==> images/port_trees.png <==
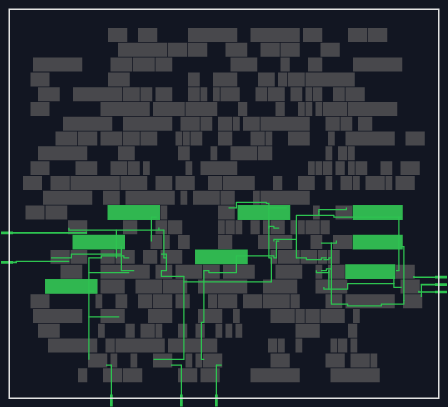
==> images/m2.png <==
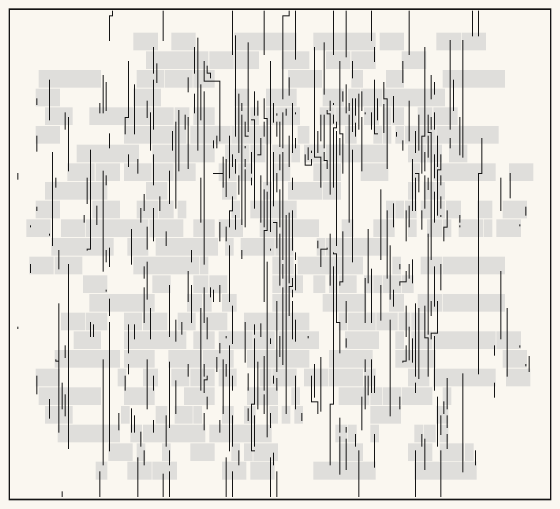
==> images/class_map.png <==
Fill, decap, tap and diode cells in gray.
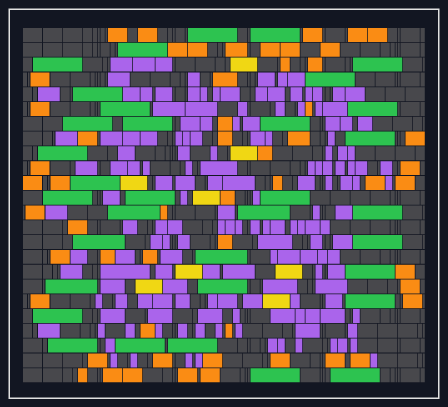
==> images/placed.png <==
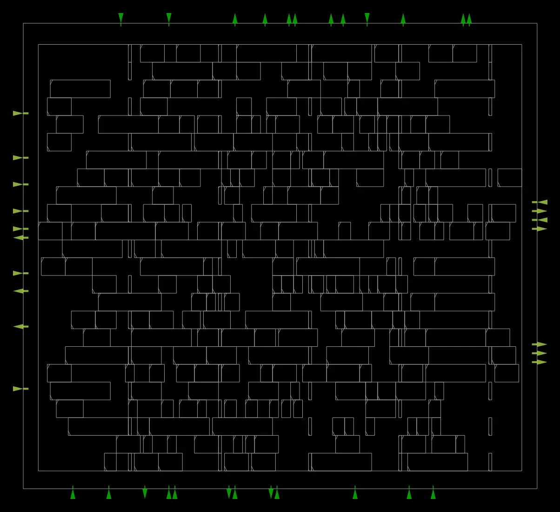
[src/rtl/counter_loop_nested.sv]
// Two-level (outer/inner) programmable loop counter with start/busy/done handshake and clear.
// Optional inner stride port enabled by defining COUNTER_LOOP_STEP_EN.
module counter_loop_nested #(
  parameter int INNER_W = 8,
  parameter int OUTER_W = 8,
  parameter int STEP_W  = 4
) (
  input  logic               clk,
  input  logic               rst_n,
  input  logic               start,
  input  logic               clear,
  input  logic               cnt_en,
  input  logic [INNER_W-1:0] inner_max,
  input  logic [OUTER_W-1:0] outer_max,
`ifdef COUNTER_LOOP_STEP_EN
  input  logic [STEP_W-1:0]  inner_step,
`endif
  output logic [INNER_W-1:0] inner_cnt,
  output logic [OUTER_W-1:0] outer_cnt,
  output logic               inner_last,
  output logic               outer_last,
  output logic               busy,
  output logic               done
);

  localparam logic [1:0] S_IDLE = 2'd0;
  localparam logic [1:0] S_RUN  = 2'd1;
  localparam logic [1:0] S_DONE = 2'd2;

  // One spare bit so inner index + stride never wraps before the compare.
  localparam int SUM_W = ((STEP_W > INNER_W) ? STEP_W : INNER_W) + 1;

  logic [1:0]         state_q, state_d;
  logic [INNER_W-1:0] inner_cnt_q, inner_cnt_d;
  logic [OUTER_W-1:0] outer_cnt_q, outer_cnt_d;
  logic [INNER_W-1:0] inner_max_l_q, inner_max_l_d;
  logic [OUTER_W-1:0] outer_max_l_q, outer_max_l_d;
  logic [STEP_W-1:0]  step_l;
  logic [SUM_W-1:0]   sum;
  logic               row_end;

`ifdef COUNTER_LOOP_STEP_EN
  logic [STEP_W-1:0]  step_q, step_d;

  always_comb begin
    step_d = step_q;
    if (state_q == S_IDLE && start && !clear)
      step_d = (inner_step == '0) ? STEP_W'(1) : inner_step;
  end

  always_ff @(posedge clk or negedge rst_n) begin
    if (!rst_n) step_q <= '0;
    else        step_q <= step_d;
  end

  assign step_l = step_q;
`else
  assign step_l = STEP_W'(1);
`endif

  assign sum     = SUM_W'(inner_cnt_q) + SUM_W'(step_l);
  assign row_end = (sum > SUM_W'(inner_max_l_q));

  always_comb begin
    state_d       = state_q;
    inner_cnt_d   = inner_cnt_q;
    outer_cnt_d   = outer_cnt_q;
    inner_max_l_d = inner_max_l_q;
    outer_max_l_d = outer_max_l_q;
    case (state_q)
      S_IDLE: begin
        if (start) begin
          inner_max_l_d = inner_max;
          outer_max_l_d = outer_max;
          inner_cnt_d   = '0;
          outer_cnt_d   = '0;
          state_d       = S_RUN;
        end
      end
      S_RUN: begin
        if (cnt_en) begin
          if (!row_end) begin
            inner_cnt_d = sum[INNER_W-1:0];
          end else if (outer_cnt_q != outer_max_l_q) begin
            inner_cnt_d = '0;
            outer_cnt_d = outer_cnt_q + OUTER_W'(1);
          end else begin
            // Final index consumed: counters keep it until the next start.
            state_d = S_DONE;
          end
        end
      end
      S_DONE:  state_d = S_IDLE;
      default: state_d = S_IDLE;
    endcase
    if (clear) begin
      state_d     = S_IDLE;
      inner_cnt_d = '0;
      outer_cnt_d = '0;
    end
  end

  always_ff @(posedge clk or negedge rst_n) begin
    if (!rst_n) begin
      state_q       <= S_IDLE;
      inner_cnt_q   <= '0;
      outer_cnt_q   <= '0;
      inner_max_l_q <= '0;
      outer_max_l_q <= '0;
    end else begin
      state_q       <= state_d;
      inner_cnt_q   <= inner_cnt_d;
      outer_cnt_q   <= outer_cnt_d;
      inner_max_l_q <= inner_max_l_d;
      outer_max_l_q <= outer_max_l_d;
    end
  end

  assign busy       = (state_q == S_RUN);
  assign done       = (state_q == S_DONE);
  assign inner_cnt  = inner_cnt_q;
  assign outer_cnt  = outer_cnt_q;
  assign inner_last = busy & row_end;
  assign outer_last = busy & (outer_cnt_q == outer_max_l_q);

endmodule

[config.mk]
export PLATFORM = sky130hd
export DESIGN_NAME = counter_loop_nested
export DESIGN_NICKNAME = d
export VERILOG_FILES = /design/src/rtl/counter_loop_nested.sv
export SDC_FILE = /design/constraint.sdc
export NUM_CORES = 1
export LEC_CHECK = 0
export ABC_CLOCK_PERIOD_IN_PS = 3000
export CAP_MARGIN = 15
export CORE_ASPECT_RATIO = 0.9
export CORE_MARGIN = 2
export CORE_UTILIZATION = 40
export DETAILED_ROUTE_END_ITERATION = 12
export GPL_TIMING_DRIVEN = 0
export SKIP_CTS_REPAIR_TIMING = 1
export SYNTH_ARGS = -nofsm -noshare
export SYNTH_HDL_FRONTEND = slang
export SYNTH_SLANG_ARGS = --single-unit
[constraint.sdc]
create_clock -name clk -period 3 [get_ports clk]
set_clock_uncertainty 0.05 [all_clocks]
set_input_delay 0.6 -clock clk [delete_from_list [all_inputs] [get_ports clk]]
set_output_delay 0.6 -clock clk [all_outputs]
set_load 0.05 [all_outputs]
==> run notes <==
Implementation results

The checks that failed: setup timing. The net count after synthesis is 233. The run finished, with violations left. The net switching share of the total power is 26.1%. The detailed router reports a met2 wire length of 1950 um. The clock share of power is 37.2%. The family of cells with the greatest summed delay on the critical path is AND-OR/OR-AND gates. The leading register cell type out of synthesis is dfrtp_1. The worst setup path is captured at an output pin. The top cell types in the final layout, fill and taps aside, are clkdlybuf4s50_1 (37), dfrtp_1 (29), nand2_1 (27), nor2_1 (12), o21ai_0 (11).

The first-pass GRT wire length is 7790 um. Clock buffers in the final layout number 8. The final max-slew violation count recorded for this run is 0. The highest layer touched by signal routing is met4. The worst register-to-register path has a setup slack of -60 ps. The critical path launch point type is a register. The routability-driven placement congestion ratio is 0.736. The number of warnings reported in the stage logs is 27. In this run the remaining antenna-violating nets after routing total 0. The clock net sink count is 34. Per the GRT log, the top usage layer is met1. In this design, the stage delay of the slowest critical-path cell is 460 ps. Summing all multi-input logic gate instances after layout gives 0.00115 mm^2.

The all-layer global routing usage is 17.7%. The critical path buffer and inverter count is 1. Per STA, the worst path is made up of ha_4 > and3_4 > xor2_2 > ha_1 > nand3_2 > o21bai_1 > a211o_2 > a21oi_4 > buf_6. The post-layout worst setup margin is -185 ps. The area fraction in compound gates after synthesis is 18.4%. The tightest hold path in the finished design has a slack of 331 ps. A synthesized cell averages 9.95 um^2. The final timing report counts setup violations totalling 9. The number of maximum-capacitance violations recorded for the run is 0. For this configuration, the core starts out at a cell density of 41.6%.

The wire-length estimate of the detail-placed layout is 3300 um. Clock network power for this build is 407 uW.
-- port_trees.png (at the start) --
color	port	direction	edge	end cells	wire
green	inner_cnt	output	3 bottom, 3 right, 2 left	8	388 um

-- m2.png (at the start) --
main direction	vertical
longest straight run	29.2 um
nets with wire on the layer	244
wire length on this layer	1950 um

-- class_map.png (at the start) --
color	class	cells
green	sequential cells	34
purple	remaining logic cells	161
yellow	clock drivers and dummy loads	8
orange	remaining buffers and delay cells	55

-- placed.png (at the start) --
well tap count: 65
sequential share of cell area: 31.4%

[Yosys cell counts, types with 4 or more instances]
| master | instances | share of area (%) |
|---|---|---|
| nand2_1 | 27 | 5.0 |
| dfrtp_1 | 34 | 42 |
| o21ai_0 | 11 | 2.7 |
| nand2b_1 | 4 | 1.2 |
| xor2_1 | 10 | 4.4 |
| a31o_2 | 4 | 1.7 |
| a21o_1 | 5 | 1.9 |
| nand4_1 | 4 | 1.2 |
| mux2_2 | 10 | 5.6 |
| a21oi_1 | 6 | 1.5 |
| ha_1 | 10 | 6.2 |
| inv_1 | 9 | 1.7 |
| a22o_1 | 4 | 1.7 |
| nand3_1 | 6 | 1.5 |
| and3_1 | 4 | 1.2 |
| nor2_1 | 14 | 2.6 |
Power and IR drop assume default switching activity.
